Figure 1. Routed metal, one colour a layer (run 1).
The bar under the picture is 20 um long.
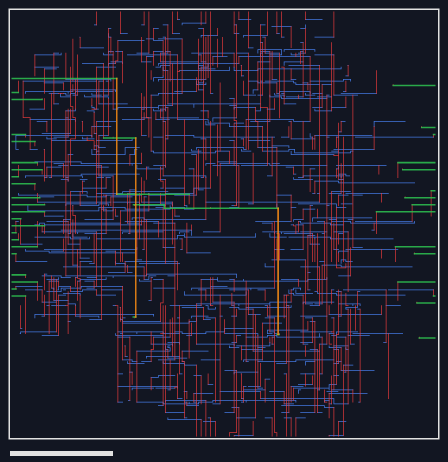
Figure 2. Nets reached from selected ports (run 1).
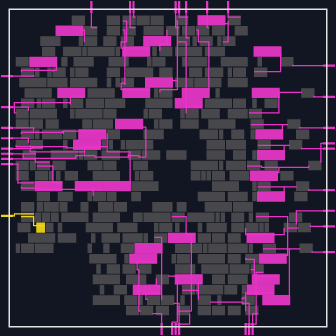
Figure 3. Sequential cells grouped by signal name (run 1).
The bar under the picture is 20 um long. Other sequential cells in the stronger grey, the rest of the logic in the fainter grey.
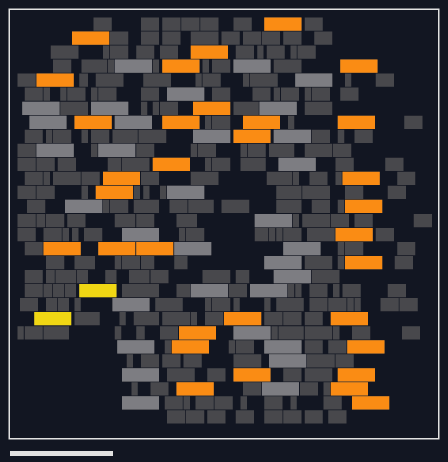
### config.mk
export PLATFORM = sky130hd
export DESIGN_NAME = dl_skid_buf
export DESIGN_NICKNAME = d
export VERILOG_FILES = /design/src/rtl/dl_pkg.sv /design/src/rtl/dl_reg_en.sv /design/src/rtl/dl_skid_buf.sv
export SDC_FILE = /design/constraint.sdc
export NUM_CORES = 1
export LEC_CHECK = 0
export CAP_MARGIN = 25
export CORE_UTILIZATION = 45
export CTS_CLUSTER_SIZE = 28
export DETAILED_ROUTE_END_ITERATION = 10
export PLACE_DENSITY = 0.81
export SYNTH_ARGS = -nofsm -noshare
export SYNTH_HDL_FRONTEND = slang
export SYNTH_HIERARCHICAL = 1
export SYNTH_SLANG_ARGS = --single-unit
### constraint.sdc
create_clock -name clk -period 3.2 [get_ports clk]
set_input_delay 0.64 -clock clk [delete_from_list [all_inputs] [get_ports clk]]
set_output_delay 0.64 -clock clk [all_outputs]
set_load 0.01 [all_outputs]
### src/rtl/dl_pkg.sv
// Shared types for the dl datapath: occupancy encoding of the skid buffer.
package dl_pkg;
  typedef enum logic [1:0] {
    SKID_EMPTY = 2'd0,
    SKID_BUSY  = 2'd1,
    SKID_FULL  = 2'd2
  } skid_state_t;
endpackage

### src/rtl/dl_reg_en.sv
// Enable-gated data register with synchronous active-high reset to zero.
module dl_reg_en #(
  parameter int NUM_BITS = 32
) (
  input  logic                clk,
  input  logic                rst,
  input  logic                en,
  input  logic [NUM_BITS-1:0] d,
  output logic [NUM_BITS-1:0] q
);
  always_ff @(posedge clk) begin
    if (rst)     q <= '0;
    else if (en) q <= d;
  end
endmodule

### src/rtl/dl_skid_buf.sv
// Two-entry valid/ready skid buffer; ready/valid are decoded from state only.
// Optional DL_SKID_BUF_FLUSH_EN adds a flush input that empties the buffer.
module dl_skid_buf
  import dl_pkg::*;
#(
  parameter int NUM_BITS = 32
) (
  input  logic                clk,
  input  logic                rst,
  input  logic                in_valid,
  output logic                in_ready,
  input  logic [NUM_BITS-1:0] in_data,
  output logic                out_valid,
  input  logic                out_ready,
`ifdef DL_SKID_BUF_FLUSH_EN
  input  logic                flush,
`endif
  output logic [NUM_BITS-1:0] out_data
);
  skid_state_t         state_q, state_d;
  logic                main_en, skid_en, main_from_skid;
  logic [NUM_BITS-1:0] skid_q, main_d;
  logic                in_fire, out_fire;

  assign out_valid = (state_q != SKID_EMPTY);
  assign in_ready  = (state_q != SKID_FULL);
  assign in_fire   = in_valid & in_ready;
  assign out_fire  = out_valid & out_ready;
  assign main_d    = main_from_skid ? skid_q : in_data;

  always_comb begin
    state_d        = state_q;
    main_en        = 1'b0;
    skid_en        = 1'b0;
    main_from_skid = 1'b0;
    case (state_q)
      SKID_EMPTY: if (in_fire) begin
        main_en = 1'b1;
        state_d = SKID_BUSY;
      end
      SKID_BUSY: begin
        if (in_fire && out_fire) begin
          main_en = 1'b1;
        end else if (in_fire) begin
          skid_en = 1'b1;
          state_d = SKID_FULL;
        end else if (out_fire) begin
          state_d = SKID_EMPTY;
        end
      end
      SKID_FULL: if (out_fire) begin
        main_en        = 1'b1;
        main_from_skid = 1'b1;
        state_d        = SKID_BUSY;
      end
      default: state_d = SKID_EMPTY;  // unused encoding recovers to empty
    endcase
`ifdef DL_SKID_BUF_FLUSH_EN
    // Flush drops both words and any concurrent input; data regs keep old values.
    if (flush) begin
      state_d = SKID_EMPTY;
      main_en = 1'b0;
      skid_en = 1'b0;
    end
`endif
  end

  always_ff @(posedge clk) begin
    if (rst) state_q <= SKID_EMPTY;
    else     state_q <= state_d;
  end

  always_ff @(posedge clk) begin
    if (!rst) assert (state_q != skid_state_t'(2'd3));
  end

  dl_reg_en #(.NUM_BITS(NUM_BITS)) u_main (
    .clk(clk), .rst(rst), .en(main_en), .d(main_d), .q(out_data)
  );

  dl_reg_en #(.NUM_BITS(NUM_BITS)) u_skid (
    .clk(clk), .rst(rst), .en(skid_en), .d(in_data), .q(skid_q)
  );
endmodule

==> out/writeup.txt, run 1 <==
Ranking logic cells in the layout by count gives the top entries 68 x clkdlybuf4s50_1, 66 x dfxtp_1, 64 x mux2i_1, 64 x nor2_1, 28 x mux2_4. The critical path is of the input pin to flip-flop type. The tools report the source of the worst register-to-register timing path as state_q[0].

Once placement finished, the instance area stood at 3590 um2. The layout multi-input combinational cell count came out at 172. The DRC violation total left in the routed layout is recorded as 0. The proportion of cell area spent on the clock network is 0.0503, and the summed standard-cell area reported by yosys is 2950 um2. The flow reported a cell area power density of 476 nW/um2. Setup slack closes at 1.09 ns.

Entering global routing, the biggest net connects 41 pins. According to the floorplan report, the die height is 83.0 um. The run gives 1953 for the via count of the first global-routing pass.

Per the layout report, the design carries 524 filler cells. The run gives 0.448 for the top cell type's share of synthesized area. Per the synth stats, the flop cell with the highest instance count is dfxtp_1. The number of tap cells added at floorplan is 77, and the depth of the worst hold-timing path is 2. The non-clock buffer instance count of the final layout is 74.

The first detailed-routing pass took 4 iterations. The worst hold path begins at u_skid/q[31]. Terminus of the critical flop-to-flop path: u_main/q[26]. All stages included, the depth of the critical timing path comes to 6. The run gives 0.179 for the fraction of final layout cells with drive strength greater than 1.

The post-CTS setup buffer count was 0. Routability-driven placement finished with a final weighted congestion of 0.731. The flow ran to the end, and the final reports show no timing, DRC or antenna violations. With the synthesized area per cell at 11.5 um2, the post-layout instance count excluding filler cells is 406. For the part of the power in registers, the log shows 0.489. The fraction of registers with async set or reset after synthesis works out to 0. STA on the placed design reports a worst setup slack of 0.715 ns.

The first global-routing pass estimated 8870 um of wire. The count of different cell masters after synthesis came out at 19. Count of state elements after synthesis: 66. The signal on the critical path passes through clkdlybuf4s50_1, nand2_4, buf_4, mux2_4, mux2i_1, nor2_1.

The simple-gate share of the synthesized area was 0.105.
## Picture notes: Figure 1
| layer | colour | wire length |
|---|---|---|
| met2 | red | 2570 um |
| met3 | green | 214 um |
| met4 | orange | 81.6 um |
| met1 | blue | 2570 um |
number of vias in the routed layout: 1985
global-route usage over all layers: 0.162
aggregate routed wire length: 5440 um
routed length per placed instance: 13.4 um

## Picture notes: Figure 2
| port | colour | bits | direction | edge | end cells | buffers | wire |
|---|---|---|---|---|---|---|---|
| out_valid | yellow | 1 | output | left | 1 | 1 | 14.6 um |
| out_data | magenta | 32 | output | 9 right, 8 left, 8 top, 7 bottom | 32 | 32 | 815 um |
I/O pin cnt: 70
Port Buf Inserts: 69

## Picture notes: Figure 3
| netlist name | colour | sequential cells |
|---|---|---|
| state_q | yellow | 2 |
| u_main/q | orange | 32 |
fraction of standard cell area that is sequential: 0.349
storage element area: 1320 um2
final core utilization: 0.596

==> run 1: sequential cells by signal (all words and copies together) (netlist names) <==
register / count
state_q: 2
u_skid/q: 32
u_main/q: 32
==> run 1: routing by layer <==
metal | track usage | vias up | wire [um]
met5 | 0 | - | 0
met1 | 0.195 | 935 | 2570
met3 | 0.0378 | 7 | 214
met4 | 0.0846 | 0 | 81
li1 | - | 999 | -
met2 | 0.270 | 44 | 2570
==> run 1: power groups by stage <==
stage / sequential, mW / clock, mW / combinational, mW
6_report: 0.881 / 0.650 / 0.270
5_1_grt: 0.886 / 0.700 / 0.290
4_1_cts: 0.882 / 0.664 / 0.274
3_5_place_dp: 0.899 / 0 / 0.273
3_3_place_gp: 0.899 / 0 / 0.267
2_1_floorplan: 0.909 / 0 / 0.150
Figure 4. Cell sizes after repair (run 1).
The bar under the picture is 20 um long.
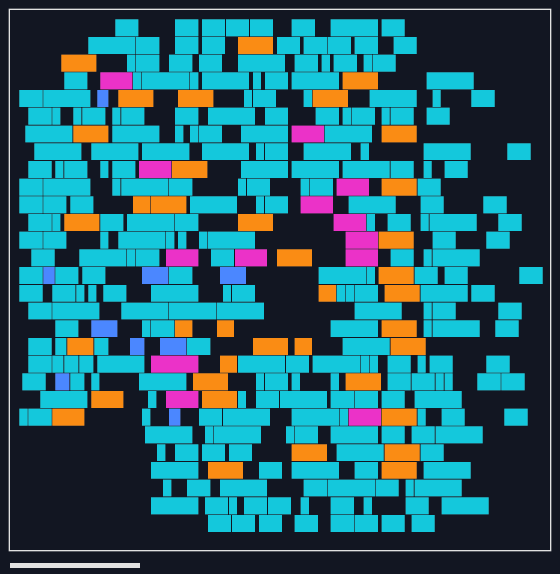

==> run 2: changes to the inputs <==
==> constraint.sdc (replaced) <==
create_clock -name clk -period 2 [get_ports clk]
set_input_delay 0.4 -clock clk [delete_from_list [all_inputs] [get_ports clk]]
set_output_delay 0.4 -clock clk [all_outputs]
set_load 0.01 [all_outputs]
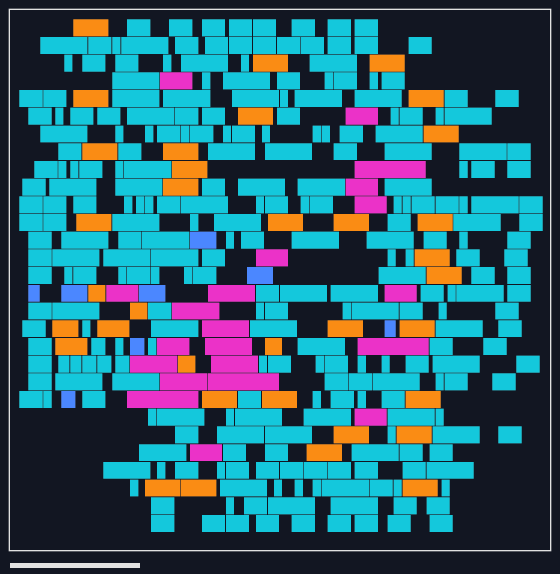
Figure 5: run 2, cell sizes after repair.
The bar under the picture is 20 um long.
| size | colour | cells | share | most used |
|---|---|---|---|---|
| drive 3 to 4 | orange | 35 | 10% | mux2_4 |
| drive 2 | blue | 8 | 2.4% | mux2_2 |
| drive 6 and up | magenta | 21 | 6.3% | clkbuf_8 |
| drive 1 or less | cyan | 271 | 81% | clkdlybuf4s50_1 |
post-route cell area: 3980 um2
least setup slack across all paths after layout: 0.129 ns
buffer count excluding the clock tree in the final layout: 80
Layout area overhead: 34.9%

==> run 2 against run 1 <==
  * Sequential power up about 60%
  * Setup slack worse by 0.96 ns
  * First-iteration DRC count down 17%
  * Worst hold slack worse by 0.078 ns
  * Clock skew down 0.0061 ns
  * Global-route usage up 0.33 points
  * Sequential share of layout area down 1.7 points
  * Combinational power up about 70%
  * Cell count up 1.5%
  * Critical endpoint is now out_valid
  * Largest power group is now clock
  * Highest routed layer unchanged
==> out/writeup.txt, run 2 <==
The run finished with clean final reports. Post-CTS setup buffer count: 0 (unchanged). For reference, the critical path cell chain is or2_2, clkdlybuf4s50_1. Per the hold report, the tightest min-delay path originates at rst.

The run gives 4 (unchanged) as the total iterations of the first detailed-routing run. The total clock network power is 1.48 mW (+130%), and the post-detailed-route DRC marker count is 0 (unchanged). The utilization after layout came out at 0.627 (+0.0309).

Looking at the reg2reg group, the worst path starts from state_q[1]. The count of different cell masters after synthesis came out at 19 (unchanged). The total placed instance area was 3710 um2 (+3.3%). Per the cell usage report, the commonest logic cells after layout are 68 x clkdlybuf4s50_1, 66 x dfxtp_1, 64 x mux2i_1, 64 x nor2_1, 28 x mux2_4. The synthesized area per cell was 11.5 um2 (unchanged). The worst setup path category was flip-flop to primary output. The power of the combinational group came out at 0.460 mW (+70%). The first-pass GRT wire length came out at 8920 um (+0.54%).

The wire length reported by the detailed router is 5450 um (+0.18%), and the depth of the worst hold-timing path is 2 (unchanged). Simple-gate share of the synthesized area: 0.105 (unchanged). The endpoint identified for the worst register-to-register timing path is u_main/q[23]. The primary flip-flop cell chosen by synthesis mapping was dfxtp_1.

The logs give 0.00347 ns (-0.712 ns) for the pre-CTS setup slack and 0.421 (-0.068) for the part of the power in registers. The run gives 0.191 (+0.0117) for the fraction of final layout cells with drive strength greater than 1. The run gives 412 (+1.5%) for the post-layout instance count excluding filler cells.

The run gives 66 (unchanged) for the count of state elements after synthesis. Critical path depth: 2 (-4). The summed standard-cell area reported by yosys was 2950 um2 (unchanged); the maximum number of pins on one net before global-route repair was 41 (unchanged).

The global placer's final weighted congestion is 0.727 (-0.49%). Ranked by power, first place goes to clock. The tools report the total via count in the routed design as 2007 (+1.1%). The logs give 0.165 (+0.00329) for the overall global routing resource usage and 70 (unchanged) for the top-level I/O count.
==> run 2: cell counts after synthesis <==
No cell type changed its count.
==> run 2: metal layers <==
metal / part of all wire / global-route usage / up-vias
met5: 0 / 0 / -
met4: 0.014 / 0.0705 / 0
met3: 0.056 / 0.0586 / 8
met2: 0.45 / 0.259 / 47
met1: 0.48 / 0.206 / 944
li1: - / - / 1008
==> run 2: cell type report <==
| cell class | count | area [um2] |
|---|---|---|
| Timing Repair Buffer | 80 | 856 |
| Clock buffer | 11 | 141 |
| Clock inverter | 5 | 125 |
| Sequential cell | 66 | 1320 |
| Inverter | 1 | 3.75 |
| Tap cell | 77 | 96.3 |
| Fill cell | 520 | 2370 |
| Multi-Input combinational cell | 172 | 1440 |
Power is estimated from default activity; no workload was simulated.
